Placement by cell class:
Fill, decap, tap and diode cells in gray.
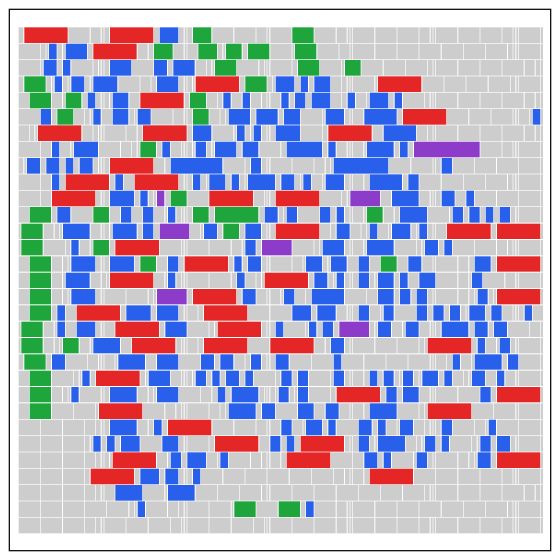
Placed standard cells:
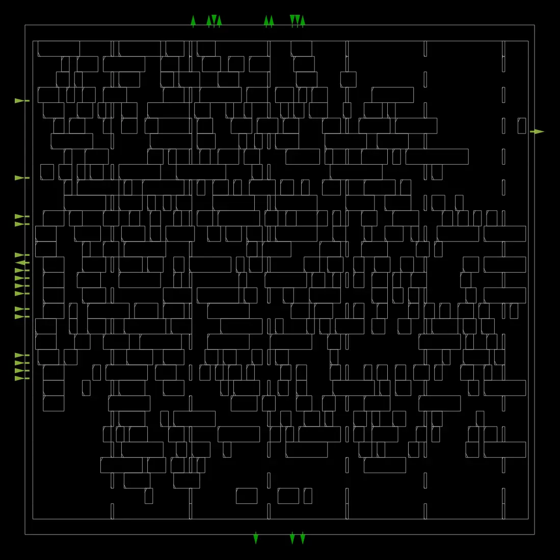
### config.mk
export PLATFORM = sky130hd
export DESIGN_NAME = uart_cnt_reporter
export DESIGN_NICKNAME = d
export VERILOG_FILES = /design/src/rtl/uart_rpt_pkg.sv /design/src/rtl/uart_cnt_reporter_bin2bcd_seq.sv /design/src/rtl/uart_cnt_reporter.sv
export SDC_FILE = /design/constraint.sdc
export NUM_CORES = 1
export LEC_CHECK = 0
export CAP_MARGIN = 10
export CELL_PAD_IN_SITES_DETAIL_PLACEMENT = 1
export CELL_PAD_IN_SITES_GLOBAL_PLACEMENT = 2
export CORE_UTILIZATION = 34
export CTS_CLUSTER_DIAMETER = 80
export DETAILED_ROUTE_END_ITERATION = 8
export PLACE_DENSITY = 0.86
export REMOVE_ABC_BUFFERS = 1
export SKIP_LAST_GASP = 1
export SLEW_MARGIN = 10
export SYNTH_ARGS = -nofsm -noshare
export SYNTH_HDL_FRONTEND = slang
export SYNTH_SLANG_ARGS = --single-unit
### constraint.sdc
create_clock -name clk -period 1.95 [get_ports clk]
set_clock_uncertainty 0.15 [all_clocks]
set_input_delay 0.39 -clock clk [delete_from_list [all_inputs] [get_ports clk]]
set_output_delay 0.39 -clock clk [all_outputs]
set_load 0.02 [all_outputs]
### src/rtl/uart_rpt_pkg.sv
// Shared types and constants for the counter-value UART reporter.
package uart_rpt_pkg;

  typedef enum logic [2:0] {
    IDLE,
    CONV,
    LOAD,
    SEND,
    WAIT,
    DONE
  } rpt_state_e;

  localparam logic [7:0] ASCII_ZERO = 8'h30;
  localparam logic [7:0] ASCII_CR   = 8'h0D;
  localparam logic [7:0] ASCII_LF   = 8'h0A;

  // Largest value representable in the given number of decimal digits.
  function automatic longint unsigned sat_limit(input int unsigned digits);
    longint unsigned lim;
    lim = 1;
    for (int unsigned i = 0; i < digits; i++) begin
      lim = lim * 10;
    end
    return lim - 1;
  endfunction

endpackage

### src/rtl/uart_cnt_reporter_bin2bcd_seq.sv
// Sequential shift-add-3 binary to BCD converter: one shift per cycle, CNT_W shifts per conversion.
module bin2bcd_seq #(
  parameter int unsigned CNT_W      = 14,
  parameter int unsigned NUM_DIGITS = 4
) (
  input  logic                    clk,
  input  logic                    reset,
  input  logic                    start_i,
  input  logic [CNT_W-1:0]        bin_i,
  output logic                    done_o,
  output logic [NUM_DIGITS*4-1:0] bcd_o
);

  localparam int unsigned BCD_W = NUM_DIGITS * 4;
  localparam int unsigned CW    = $clog2(CNT_W + 1);

  logic [CNT_W-1:0] bin_q, bin_d;
  logic [BCD_W-1:0] bcd_q, bcd_d;
  logic [BCD_W-1:0] adj;
  logic [CW-1:0]    cnt_q, cnt_d;
  logic             run_q, run_d;
  logic             done_q, done_d;

  always_comb begin
    adj = bcd_q;
    for (int unsigned d = 0; d < NUM_DIGITS; d++) begin
      if (bcd_q[d*4 +: 4] >= 4'd5) begin
        adj[d*4 +: 4] = bcd_q[d*4 +: 4] + 4'd3;
      end
    end
  end

  always_comb begin
    bin_d  = bin_q;
    bcd_d  = bcd_q;
    cnt_d  = cnt_q;
    run_d  = run_q;
    done_d = 1'b0;
    if (start_i) begin
      bin_d = bin_i;
      bcd_d = '0;
      cnt_d = '0;
      run_d = 1'b1;
    end else if (run_q) begin
      bcd_d = {adj[BCD_W-2:0], bin_q[CNT_W-1]};
      bin_d = bin_q << 1;
      cnt_d = cnt_q + 1'b1;
      if (cnt_q == CW'(CNT_W - 1)) begin
        run_d  = 1'b0;
        done_d = 1'b1;
      end
    end
  end

  always_ff @(posedge clk) begin
    if (!reset) begin
      bin_q  <= '0;
      bcd_q  <= '0;
      cnt_q  <= '0;
      run_q  <= 1'b0;
      done_q <= 1'b0;
    end else begin
      bin_q  <= bin_d;
      bcd_q  <= bcd_d;
      cnt_q  <= cnt_d;
      run_q  <= run_d;
      done_q <= done_d;
    end
  end

  assign done_o = done_q;
  assign bcd_o  = bcd_q;

endmodule

### src/rtl/uart_cnt_reporter.sv
// Sends a latched counter value to the UART as ASCII decimal (+ optional CR LF), one byte per tx handshake.
// Optional: define UART_RPT_ZERO_SUPPRESS_EN to skip leading zero digits (units digit always sent).
module uart_cnt_reporter
  import uart_rpt_pkg::*;
#(
  parameter int unsigned CNT_W      = 14,
  parameter int unsigned NUM_DIGITS = 4,
  parameter int unsigned SEND_CRLF  = 1
) (
  input  logic             clk,
  input  logic             reset,
  input  logic             i_trig,
  input  logic [CNT_W-1:0] i_count,
  input  logic             i_tx_done,
  output logic             o_tx_start,
  output logic [7:0]       o_tx_data,
  output logic             o_busy,
  output logic             o_done
);

  localparam int unsigned     FRAME_LEN = NUM_DIGITS + ((SEND_CRLF != 0) ? 2 : 0);
  localparam int unsigned     IDX_W     = $clog2(FRAME_LEN + 1);
  localparam longint unsigned LIMIT     = sat_limit(NUM_DIGITS);

  rpt_state_e              state_q, state_d;
  logic [IDX_W-1:0]        idx_q, idx_d;
  logic [7:0]              data_q, data_d;
  logic [7:0]              byte_sel;
  logic [IDX_W-1:0]        first_idx;
  logic [CNT_W-1:0]        cnt_sat;
  logic                    conv_start;
  logic                    conv_done;
  logic [NUM_DIGITS*4-1:0] bcd;

  assign cnt_sat = (64'(i_count) > LIMIT) ? CNT_W'(LIMIT) : i_count;

  bin2bcd_seq #(
    .CNT_W      (CNT_W),
    .NUM_DIGITS (NUM_DIGITS)
  ) u_bin2bcd (
    .clk     (clk),
    .reset   (reset),
    .start_i (conv_start),
    .bin_i   (cnt_sat),
    .done_o  (conv_done),
    .bcd_o   (bcd)
  );

  // Byte index 0 is the most significant digit; CR and LF follow the digits.
  always_comb begin
    byte_sel = '0;
    for (int unsigned i = 0; i < NUM_DIGITS; i++) begin
      if (idx_q == IDX_W'(i)) begin
        byte_sel = ASCII_ZERO + {4'h0, bcd[(NUM_DIGITS-1-i)*4 +: 4]};
      end
    end
    if (idx_q == IDX_W'(NUM_DIGITS)) begin
      byte_sel = ASCII_CR;
    end
    if (idx_q == IDX_W'(NUM_DIGITS + 1)) begin
      byte_sel = ASCII_LF;
    end
  end

`ifdef UART_RPT_ZERO_SUPPRESS_EN
  logic seen_nz;
  always_comb begin
    first_idx = IDX_W'(NUM_DIGITS - 1);
    seen_nz   = 1'b0;
    for (int unsigned i = 0; i + 1 < NUM_DIGITS; i++) begin
      if (!seen_nz && (bcd[(NUM_DIGITS-1-i)*4 +: 4] != 4'd0)) begin
        first_idx = IDX_W'(i);
        seen_nz   = 1'b1;
      end
    end
  end
`else
  assign first_idx = '0;
`endif

  always_comb begin
    state_d    = state_q;
    idx_d      = idx_q;
    data_d     = data_q;
    conv_start = 1'b0;
    unique case (state_q)
      IDLE: begin
        if (i_trig) begin
          conv_start = 1'b1;
          idx_d      = '0;
          state_d    = CONV;
        end
      end
      CONV: begin
        if (conv_done) begin
          idx_d   = first_idx;
          state_d = LOAD;
        end
      end
      LOAD: begin
        data_d  = byte_sel;
        state_d = SEND;
      end
      SEND: state_d = WAIT;
      WAIT: begin
        if (i_tx_done) begin
          if (idx_q == IDX_W'(FRAME_LEN - 1)) begin
            state_d = DONE;
          end else begin
            idx_d   = idx_q + 1'b1;
            state_d = LOAD;
          end
        end
      end
      DONE:    state_d = IDLE;
      default: state_d = IDLE;
    endcase
  end

  always_ff @(posedge clk) begin
    if (!reset) begin
      state_q <= IDLE;
      idx_q   <= '0;
      data_q  <= '0;
    end else begin
      state_q <= state_d;
      idx_q   <= idx_d;
      data_q  <= data_d;
    end
  end

  assign o_tx_start = (state_q == SEND);
  assign o_tx_data  = data_q;
  assign o_busy     = (state_q != IDLE) && (state_q != DONE);
  assign o_done     = (state_q == DONE);

endmodule

==> impl_metrics.json <==
{
  "ys_seq_share_pct": 35.8,
  "ys_sh_adder_pct": 7.15,
  "synthDistinctLibCells": 50,
  "dp_cells": 425,
  "finalClockPeriodUsage_pct": 94.3,
  "grt_pass1_vias": 2214,
  "worst_pin_slew_ns": 0.553,
  "setup_viol_count_final": 0,
  "setup_slack_ns": 0.111,
  "post_drt_wl_per_cell_um": 14.6,
  "ys_sh_xor_pct": 2.00,
  "clkTransAtPathRegs_ns": 0.09,
  "gp_congestion": 0.806,
  "cts_tree": "yes",
  "period_needed_ns": 1.84,
  "max_cap_violations": 0,
  "antenna_found_initial": 0,
  "ff2ff_path_depth": 6,
  "p_int_uw": 2040,
  "buffer_area_share_pct": 12.5,
  "fin_nets": 366,
  "via_per_inst": 5.14,
  "grt_start_max_net_pins": 29,
  "grt_overflow": 0,
  "logic_family": "AND-OR/OR-AND gates",
  "ys.flops": 47,
  "critPathMaxStageDelay_ns": 0.62,
  "power_density_mw_per_mm2": 991,
  "hold_depth": 2,
  "crit_path_max_fanout": 2,
  "top_area_cell_class": "combinational gates",
  "cts_sinks": 47,
  "num-nonclk-inverters": 21,
  "crit_arrival_ns": 1.30,
  "synth.top_cell.area_share_pct": 35.8,
  "critPathLaunchType": "flip-flop",
  "logic_area_mm2": 0.00152,
  "synth_area_mm2": 0.00263,
  "htreeDepth": 2,
  "syn_inst": 303,
  "drc_errors": 0,
  "die_area_mm2": 0.00808,
  "die_h_um": 89.9,
  "yosysWarnings": 0,
  "cpMaxStageDelayCell": "clkdlybuf4s50_1",
  "yosys.area.top_type": "dfxtp_1",
  "power_frac_seq_pct": 39.3,
  "crit_chain": "clkdlybuf4s50_1",
  "drive_gt1_share_pct": 15.3,
  "status": "completed",
  "crit_cells": 1,
  "hold_class": "flip-flop to flip-flop",
  "nClkBuffers": 6,
  "floorplanUtilization_pct": 35.6,
  "io_buffers": 26,
  "timing.setup.tns_ns": 0,
  "critPathCaptureType": "output port",
  "ff_type": "dfxtp_1",
  "syn2layout_area_growth_pct": 20.4,
  "n_all_buffers": 43,
  "ant_nets": 0,
  "simple_gate_share_pct": 20.0,
  "cts_made_buffers": 5,
  "layout_top_cells": "dfxtp_1, nor2_1, clkdlybuf4s50_1, inv_1, a21oi_1",
  "mux_share_pct": 6.96,
  "critPathRequiredTime_ns": 1.41,
  "comb_cells": 215,
  "sw_frac_of_total_pct": 34.8,
  "timing.fmax_mhz": 544,
  "clk_latency_ns": 0.30,
  "ys_async_sr_fraction_pct": 0,
  "critical_path_class": "flip-flop to output port",
  "combPwrFrac_pct": 38.1,
  "clkPwrFrac_pct": 22.6,
  "clock_area_share_pct": 3.25,
  "track_usage_pct": 16.2,
  "drtPass1Iterations": 4,
  "maxSlewHeadroom_pct": 63.1,
  "preCtsSetupSlack_ns": -0.108,
  "hold_viol": 0,
  "aoi_share_pct": 20.5,
  "flop_area_um2": 941,
  "slew_viol_final": 0,
  "finalPower_uw": 3130,
  "yosysCellCount": 303,
  "path_buffers": 1,
  "top_cell": "dfxtp_1",
  "dp_hpwl_um": 4710,
  "die_x_um": 89.9,
  "dpl_cell_area_mm2": 0.00304,
  "clock_path_buffers": 2,
  "fin_hold_ws_ns": 0.357,
  "p_switching_uw": 1090,
  "synth.area.top_cells": "dfxtp_1, ha_1, a21oi_1, mux2i_1, nor2_1",
  "warnings": 33,
  "crit_family": "buffers and inverters",
  "layout.cells.most_common": "dfxtp_1",
  "yosys_area_mm2": 0.00263,
  "vias": 2219,
  "leakagePower_uw": 0.00115,
  "antenna_cells": 0,
  "vdd_drop_max_uv": 416,
  "drt-initial-drc-count": 65,
  "cts_root_buffer": "clkbuf_8",
  "n_fill_cell": 884,
  "sh_comb_area_pct": 48.0,
  "grt_first_pass_wirelength_um": 10800,
  "ys_top_cells_by_count": "dfxtp_1, nor2_1, inv_1, a21oi_1, nand2_1",
  "edf_count": 0,
  "hold_buffers": 0,
  "wl_um": 6300,
  "io_pins": 29,
  "synth.avg_cell_area_um2": 8.66
}
Notes on 'placement by cell class' above:
[remaining buffers and delay cells] green | cells: 43 | share of their area: 13%
[sequential cells] red | cells: 47 | share of their area: 31%
[clock drivers and dummy loads] purple | cells: 7 | share of their area: 3.4%
[combinational and other logic] blue | cells: 236 | share of their area: 53%
# rows: 31
Util after Layout: 42.9%
flop share of the area: 29.8%
core area: 0.00737 mm²
Final Instance Area: 0.00316 mm²

Notes on 'placed standard cells' above:
registers: 47
Final Non-Filler Cells: 432
tap cells: 99

==> routing by layer <==
layer / vias up / share of wire (%) / track usage, %
met5: - / 0 / 0
met4: 0 / 0.97 / 4.03
met3: 6 / 2.1 / 2.88
met2: 26 / 50 / 28.3
met1: 1062 / 47 / 20.7
li1: 1125 / - / -
==> cell families (layout without fill, tap and decap cells) <==
logic type / Yosys count / after routing
AND-OR/OR-AND: 78 / 78
other: 1 / 2
multiplexers: 17 / 17
flip-flops: 47 / 47
XOR/XNOR: 6 / 6
AND/OR/NAND/NOR: 97 / 97
adder cells (fa/ha/maj): 15 / 15
buffers and inverters: 42 / 71
==> worst paths after layout <==
kind | startpoint | end | slack (ns)
min reg2reg | o_tx_data[2] | o_tx_data[2] | 0.36
min | o_tx_data[2] | o_tx_data[2] | 0.36
max reg2reg | idx_q[1] | o_tx_data[1] | 0.14
max | o_tx_data[0] | o_tx_data[0] | 0.11
==> power by group through the flow <==
| stage | sequential (µW) | clock (µW) | combinational, µW |
|---|---|---|---|
| after floorplan | 1330 | 0 | 688 |
| after global placement | 1240 | 0 | 1190 |
| after detailed placement | 1250 | 0 | 1220 |
| after CTS | 1230 | 730 | 1210 |
| after global routing | 1250 | 765 | 1330 |
| final | 1230 | 709 | 1190 |
==> repair_timing <==
action / 4_1_cts / 5_1_grt
gates resized: 3 / 6
endpoints found under the setup margin: 3 / 4
cloned: 0 / 0
setup buffers: 0 / 0
==> flip-flops by register name (all words and copies together) (netlist names) <==
name	count
u_bin2bcd.bcd_o	16
u_bin2bcd.bin_q	14
o_tx_data	5
u_bin2bcd.cnt_q	4
idx_q	3
state_q	3
u_bin2bcd.done_o	1
u_bin2bcd.run_q	1
No activity file was given, so power comes from the tool's default toggle rates.
